## src/rtl/lsu_split.sv

```systemverilog
// Load/store unit: aligned accesses take one memory beat, misaligned ones are split into byte beats.
// Define LSU_MISALIGN_TRAP_EN to answer misaligned accesses with resp_err instead of splitting them.
module lsu_split #(
   parameter int ADDR_W = 32
) (
   input  logic              clk,
   input  logic              rst_n,
   input  logic              req_valid,
   output logic              req_ready,
   input  logic              req_we,
   input  logic [2:0]        req_funct3,
   input  logic [ADDR_W-1:0] req_addr,
   input  logic [31:0]       req_wdata,
   output logic              resp_valid,
   output logic [31:0]       resp_rdata,
   output logic              resp_err,
   output logic              busy,
   output logic [ADDR_W-1:0] mem_addr,
   output logic [31:0]       mem_wdata,
   output logic [2:0]        mem_load_code,
   output logic [1:0]        mem_store_code,
   input  logic [31:0]       mem_rdata
);
   typedef enum logic [1:0] {IDLE, BEAT, SPLIT, RESP} state_t;

   state_t            state;
   state_t            state_next;
   logic              we_q;
   logic [2:0]        funct3_q;
   logic [ADDR_W-1:0] addr_q;
   logic [31:0]       wdata_q;
   logic [31:0]       data_q;
   logic              err_q;
   logic [1:0]        k;
   logic [1:0]        k_next;
   logic              legal;
   logic              misaligned;
   logic              last_beat;
   logic [ADDR_W-1:0] addr_plus;
   logic [31:0]       extended;

   always_comb begin
      legal = 1'b0;
      case (req_funct3)
         3'b000, 3'b001, 3'b010: legal = 1'b1;
         3'b100, 3'b101:         legal = !req_we;
         default:                legal = 1'b0;
      endcase
   end

   assign misaligned = (req_funct3[1:0] == 2'b01 && req_addr[0]) ||
                       (req_funct3[1:0] == 2'b10 && req_addr[1:0] != 2'b00);
   assign last_beat  = (funct3_q[1:0] == 2'b10) ? (k == 2'd3) : (k == 2'd1);
   assign k_next     = k + 2'd1;
   assign addr_plus  = addr_q + ADDR_W'(k_next);

   always_ff @(posedge clk) begin
      if (!rst_n) state <= IDLE;
      else        state <= state_next;
   end

   always_comb begin
      state_next = state;
      case (state)
         IDLE: begin
            if (req_valid) begin
               if (!legal)          state_next = RESP;
`ifdef LSU_MISALIGN_TRAP_EN
               else if (misaligned) state_next = RESP;
`else
               else if (misaligned) state_next = SPLIT;
`endif
               else                 state_next = BEAT;
            end
         end
         BEAT:    state_next = RESP;
         SPLIT:   if (last_beat) state_next = RESP;
         RESP:    state_next = IDLE;
         default: state_next = IDLE;
      endcase
   end

   always_comb begin
      case (funct3_q)
         3'b000:  extended = {{24{data_q[7]}}, data_q[7:0]};
         3'b001:  extended = {{16{data_q[15]}}, data_q[15:0]};
         3'b100:  extended = {24'h0, data_q[7:0]};
         3'b101:  extended = {16'h0, data_q[15:0]};
         default: extended = data_q;
      endcase
   end

   always_comb begin
      req_ready      = (state == IDLE);
      busy           = (state != IDLE);
      resp_valid     = 1'b0;
      resp_err       = 1'b0;
      resp_rdata     = 32'h0;
      mem_load_code  = 3'b111;
      mem_store_code = 2'b11;
      case (state)
         BEAT: begin
            if (we_q) mem_store_code = funct3_q[1:0];
            else      mem_load_code  = funct3_q;
         end
         SPLIT: begin
            if (we_q) mem_store_code = 2'b00;
            else      mem_load_code  = 3'b100;
         end
         RESP: begin
            resp_valid = 1'b1;
            resp_err   = err_q;
            resp_rdata = (we_q || err_q) ? 32'h0 : extended;
         end
         default: ;
      endcase
   end

   // mem_addr/mem_wdata are loaded one edge ahead so they are stable for the whole beat
   always_ff @(posedge clk) begin
      if (!rst_n) begin
         we_q      <= 1'b0;
         funct3_q  <= 3'b000;
         addr_q    <= '0;
         wdata_q   <= 32'h0;
         data_q    <= 32'h0;
         err_q     <= 1'b0;
         k         <= 2'd0;
         mem_addr  <= '0;
         mem_wdata <= 32'h0;
      end else begin
         case (state)
            IDLE: begin
               if (req_valid) begin
                  we_q     <= req_we;
                  funct3_q <= req_funct3;
                  addr_q   <= req_addr;
                  wdata_q  <= req_wdata;
                  data_q   <= 32'h0;
                  k        <= 2'd0;
                  err_q    <= (state_next == RESP);
                  if (state_next == BEAT) begin
                     mem_addr  <= req_addr;
                     mem_wdata <= req_wdata;
                  end else if (state_next == SPLIT) begin
                     mem_addr  <= req_addr;
                     mem_wdata <= {24'h0, req_wdata[7:0]};
                  end
               end
            end
            BEAT: begin
               if (!we_q) data_q <= mem_rdata;
            end
            SPLIT: begin
               if (!we_q) data_q[8*k +: 8] <= mem_rdata[7:0];
               k <= k_next;
               if (!last_beat) begin
                  mem_addr  <= addr_plus;
                  mem_wdata <= {24'h0, wdata_q[8*k_next +: 8]};
               end
            end
            default: ;
         endcase
      end
   end
endmodule
```

## config.mk

```make
export PLATFORM = sky130hd
export DESIGN_NAME = lsu_split
export DESIGN_NICKNAME = d
export VERILOG_FILES = /design/src/rtl/lsu_split.sv
export SDC_FILE = /design/constraint.sdc
export NUM_CORES = 1
export LEC_CHECK = 0
export ABC_AREA = 1
export CORE_ASPECT_RATIO = 0.8
export CORE_UTILIZATION = 48
export CTS_BUF_LIST = sky130_fd_sc_hd__clkbuf_8
export DETAILED_ROUTE_END_ITERATION = 10
export PLACE_DENSITY = 0.78
export SYNTH_ARGS = -nofsm -noshare
export SYNTH_HDL_FRONTEND = slang
export SYNTH_SLANG_ARGS = --single-unit
```

## constraint.sdc

```tcl
create_clock -name clk -period 2.4 [get_ports clk]
set_input_delay 0.72 -clock clk [delete_from_list [all_inputs] [get_ports clk]]
set_output_delay 0.72 -clock clk [all_outputs]
set_load 0.02 [all_outputs]
```

Figure 1. Floorplan with the power grid (run 1).
Pins as bars on the die edge. Tap cells in gray.
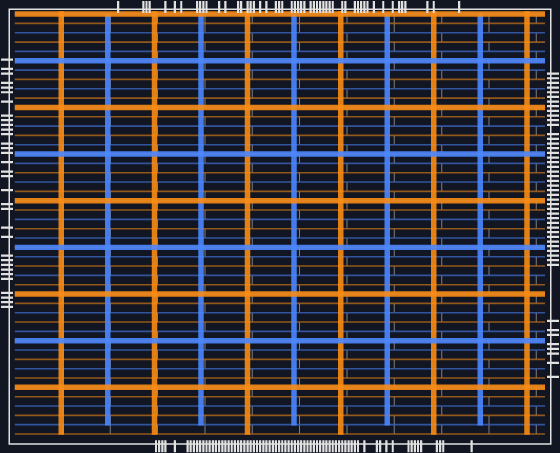
| color | net |
|---|---|
| blue | VDD |
| orange | VSS |
tap cells: 258
met5 straps: 9
Die W: 157 µm
core area: 0.0189 mm²

Figure 2. Cell outlines without signal wires (run 1).
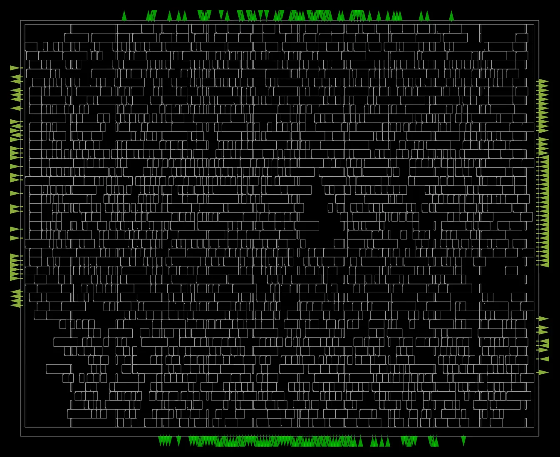
Fill cells: 1778
# Taps: 258
registers: 169
Final Instance Count excl. Fillers: 1973

==> impl_metrics.tcl, run 1 <==
# implementation run metrics
set metrics [dict create \
    chipArea_mm2 0.0199 \
    r2r_start "state[1]$_SDFF_PN0_" \
    synth_area_mm2 0.00927 \
    path_cells "nor3b_2, o311ai_4, buf_12, buf_12, nor2_1, buf_4" \
    place_area_mm2 0.0119 \
    antenna_cells 0 \
    fin_crit_ps 2560 \
    met2_wirelength_mm 14.3 \
    antenna_found_initial 1 \
    cp-start-kind "register" \
    ant_nets 0 \
    worstHoldPathCells 2 \
    most-common-layout-cells "nand2_1, nor2_1, o21ai_0" \
    wl_met3_mm 2.78 \
    viasPerCell 5.49 \
    ys_cells 1485 \
    cts_sinks 169 \
    maxCapViolCount 0 \
    tool_warnings 37 \
    top_area_frac 0.365 \
    hp-class "reg2reg" \
    pwr_density_cell_mw_per_mm2 1240 \
    cts_buffer_depth 2 \
    post-route-period-util 1.07 \
    vdd_ir_drop_max_v 0.000879 \
    r2r-end "mem_wdata[29]$_SDFFE_PN0P_" \
    gp_congestion 0.984 \
    crit_start "funct3_q[2]$_SDFFE_PN0P_" \
    crit_required_ps 1680 \
    pin_count 208 \
    synth_cell_types 37 \
    critical_path.max_stage_delay_ps 470 \
    finalSetupViolations 24 \
    synth_flops 169 \
    setup_slack_ps -165 \
    violations "negative setup slack" \
    wl_per_cell_um 16.0 \
    ff_type "dfxtp_1" \
    outcome "finished with violations" \
    synth_warnings 0 \
    grt_pass1_vias 9890 \
    synth_top_cell_by_count "nand2_1" \
    crit_fanout 9 \
    whs_endpoint "wdata_q[22]$_SDFFE_PN0P_" \
    fin_skew_ps 13.3 \
    synth.avg_cell_area_um2 6.24 \
    drv_slew 0 \
    ys_seq_frac 0.365 \
    common_cells "nand2_1, nor2_1, o21ai_0, dfxtp_1, a21oi_1" \
    synthCells 1485 \
    top_layer_used "met5" \
    ff2ff_path_depth 15 \
    mostFrequentLayoutCell "nand2_1" \
    postLayoutCellArea_mm2 0.0125 \
    crit_type "reg2out" \
]
Figure 3. Signal wires on met2 (run 1).
Scale bar: 50 µm.
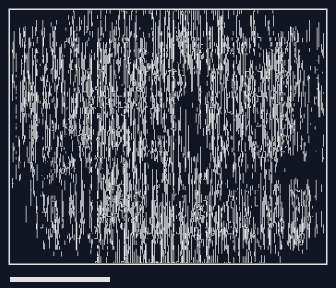
longest straight run: 46.9 µm
nets with wire on the layer: 1457
share of all routed wire: 46%
Via Count: 10828
WL final: 31.5 mm
met2 usage: 0.507

Figure 4. Cells colored by class (run 1).
Scale bar: 50 µm. Fill, decap, tap and diode cells in gray.
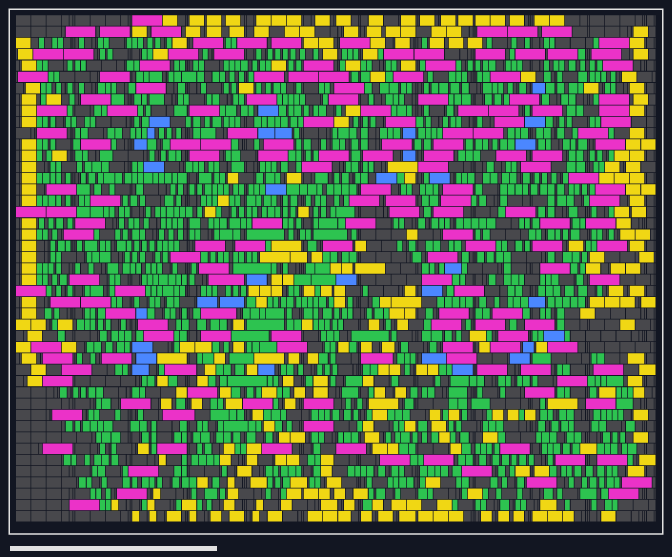
| color | class | cells |
|---|---|---|
| yellow | remaining buffers and delay cells | 290 |
| green | combinational and other logic | 1224 |
| blue | clock drivers and dummy loads | 32 |
| magenta | sequential cells | 169 |
Core Util, Final: 0.663
Row Count: 45
sequential cell area share: 0.271

run 1: cells by family after synthesis:
logic type	Yosys count	share of synthesized area
AOI/OAI and AO/OA	315	0.177
xor gates and xnor gates	14	0.0132
adders and majority gates	12	0.0170
buffers and inverters	191	0.0825
DFF	169	0.365
muxes	3	0.00324
and+or+nand+nor	781	0.342
run 1: repair_timing:
item | CTS | global route
hold buffers | 0 | 0
resized | 205 | 55
setup endpoints to repair | 41 | 97
setup buffers | 4 | 5
pin swaps | 3 | 4
run 1: final cells by class:
type                    instances  area (µm²)  share of cell area
well taps                     258         323              0.0257
clock inverters                15         155              0.0124
multi-input cells            1125        5320               0.424
flip-flops and latches        169        3390               0.271
repair buffers                290        2740               0.218
inverters                      99         383              0.0305
clock buffers                  17         234              0.0187
run 1: report_power, final:
part           switching [mW]  leakage [nW]  internal (mW)
clock                    1.25         0.194          0.780
sequential              0.615          1.39           3.71
combinational            5.61          3.59           3.54
total                    7.48          5.18           8.03
run 1: per-stage QoR:
stage	hold WS [ps]	TNS (ps)	instances
after floorplan	430	0	1485
after global placement	438	-17000	1934
after detailed placement	447	-22680	1934
after CTS	461	-3260	1970
after global routing	472	-4610	1973
final	460	-2750	1973
run 1: worst max-delay path, delay by kind of cell, from the launching register on:
kind / cells / cell delay, ps
buf+inv: 3 / 440
compound gates: 1 / 300
flops: 1 / 470
simple gates: 2 / 140
run 1: sequential cells by signal, indices dropped and copies added, names as in the netlist:
register and count:
addr_q 32, data_q 32, mem_addr 32, mem_wdata 32
wdata_q 32, funct3_q 3, k 2, state 2
err_q 1, we_q 1
run 1: per-layer routing:
metal / GRT usage / vias to the layer above
li1: - / 5242
met1: 0.427 / 5057
met2: 0.507 / 471
met3: 0.0731 / 56
met4: 0.0777 / 2
met5: 0 / -
==> inputs of run 2 (changes only) <==
--- a/config.mk
+++ b/config.mk
@@ -11,6 +11,7 @@
 export CTS_BUF_LIST = sky130_fd_sc_hd__clkbuf_8
 export DETAILED_ROUTE_END_ITERATION = 10
 export PLACE_DENSITY = 0.78
+export RECOVER_POWER = 50
 export SYNTH_ARGS = -nofsm -noshare
 export SYNTH_HDL_FRONTEND = slang
 export SYNTH_SLANG_ARGS = --single-unit
Figure 5. Cells colored by class (run 2).
Scale bar: 50 µm. Fill, decap, tap and diode cells in gray.
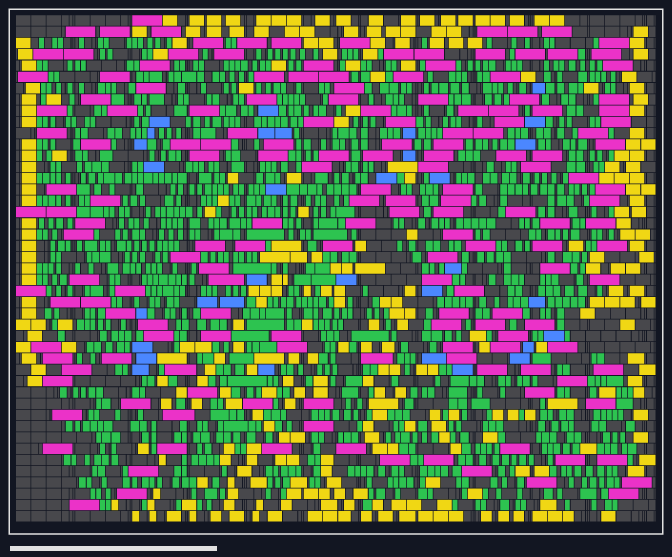
| color | class | cells |
|---|---|---|
| green | combinational and other logic | 1224 |
| blue | clock drivers and dummy loads | 32 |
| magenta | sequential cells | 169 |
| yellow | remaining buffers and delay cells | 290 |
Core Util, Final: 0.662
post-route design area: 0.0125 mm²

==> impl_metrics.tcl, run 2 <==
# implementation run metrics
set metrics [dict create \
    outcome "finished with violations" \
    violations "negative setup slack" \
    synthCells 1485 \
    synth_cell_types 37 \
    antenna_found_initial 1 \
    finalSetupViolations 33 \
    synth_flops 169 \
    synth.avg_cell_area_um2 6.24 \
    r2r_start "state[0]$_SDFF_PN0_" \
    ys_sh_mux 0.00324 \
    gp_congestion 0.984 \
    tool_warnings 37 \
    drv_slew 0 \
    most-common-layout-cells "nand2_1, nor2_1, o21ai_0" \
    cts_sinks 169 \
    drt-total-wl_mm 31.5 \
    postCtsSetupBuffers 4 \
    adder_share 0.0170 \
    cp-start-kind "register" \
    rows 45 \
    ys_sh_xor 0.0132 \
    viasPerCell 5.46 \
    synth_warnings 0 \
    path_cells "nor3b_2, o311ai_4, buf_12, buf_12, nor2_1, buf_4" \
    ff_type "dfxtp_1" \
    antenna_cells 0 \
    ys_seq_frac 0.365 \
    hp-class "reg2reg" \
    fin_skew_ps 16.2 \
    synth_top_cell_by_count "nand2_1" \
    wl_per_cell_um 16.0 \
    grt_pass1_vias 9890 \
    logic_family "simple AND/OR/NAND/NOR gates" \
    critical_path.max_stage_delay_ps 470 \
    setup_slack_ps -171 \
    r2r-end "mem_wdata[29]$_SDFFE_PN0P_" \
    placed_cells 1934 \
    mostFrequentLayoutCell "nand2_1" \
    top_area_frac 0.365 \
    core_region_area_mm2 0.0189 \
    crit_start "funct3_q[2]$_SDFFE_PN0P_" \
    fin_setup_tns_ps -3270 \
    ys_cells 1485 \
    ant_nets 0 \
    holdWs_ps 458 \
    post-route-period-util 1.07 \
    place_area_mm2 0.0119 \
    cts_buffer_depth 2 \
    die_w_um 157 \
    ff2ff_path_depth 13 \
    crit_fanout 9 \
]
Figure 6. Floorplan with the power grid (run 2).
Pins as bars on the die edge. Tap cells in gray.
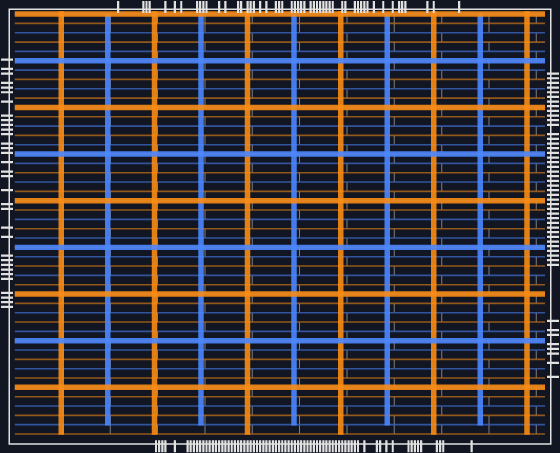
| color | net |
|---|---|
| orange | VSS |
| blue | VDD |
met1 rails: 46
met5 straps: 9
die height: 126 µm
VDD IR max: 0.000877 V

## run 2: cells by family (layout without fill, tap and decap cells)
family | Yosys count | in the layout
multiplexers | 3 | 3
XOR/XNOR | 14 | 14
buffers and inverters | 191 | 421
AND-OR/OR-AND | 315 | 315
flip-flops | 169 | 169
AND/OR/NAND/NOR | 781 | 781
adder cells (fa/ha/maj) | 12 | 12
## run 2: worst max-delay path by stage
| stage | slack (ps) | end | cells past startpoint |
|---|---|---|---|
| 4_1_cts | -190 | resp_rdata[16] | 7 |
| 5_1_grt | -230 | resp_rdata[26] | 8 |
| 2_1_floorplan | 0.2 | mem_addr[16]$_SDFFE_PN0P_ | 13 |
| 6_report | -170 | resp_rdata[21] | 6 |
| 3_3_place_gp | -220 | mem_addr[23]$_SDFFE_PN0P_ | 14 |
| 3_5_place_dp | -340 | mem_wdata[29]$_SDFFE_PN0P_ | 14 |
## run 2: where the power goes
| part | switching [mW] | total (mW) | internal [mW] |
|---|---|---|---|
| Sequential | 0.600 | 4.31 | 3.71 |
| Clock | 1.26 | 2.04 | 0.780 |
| Combinational | 5.61 | 9.00 | 3.39 |
## run 2: critical path: cells and delay by family (launching register included)
family / cells / cell delay (ps)
and+or+nand+nor: 2 / 140
DFF: 1 / 470
buffers and inverters: 3 / 440
AOI/OAI and AO/OA: 1 / 300
## run 2: routing by layer
metal  up-vias  part of all wire  global-route usage
met5         -                 0                   0
li1       5258                 -                   -
met1      4988              0.44               0.427
met2       478              0.45               0.507
met3        51             0.091              0.0731
met4         0             0.018              0.0777
## run 2: layout make-up
type,count,area (µm²)
clock buffers,17,234
clock inverters,15,155
fillers,1784,6400
inverters,99,383
multi-input cells,1125,5310
flip-flops and latches,169,3390
well taps,258,323
repair buffers,290,2720
No activity file was given, so power comes from the tool's default toggle rates.
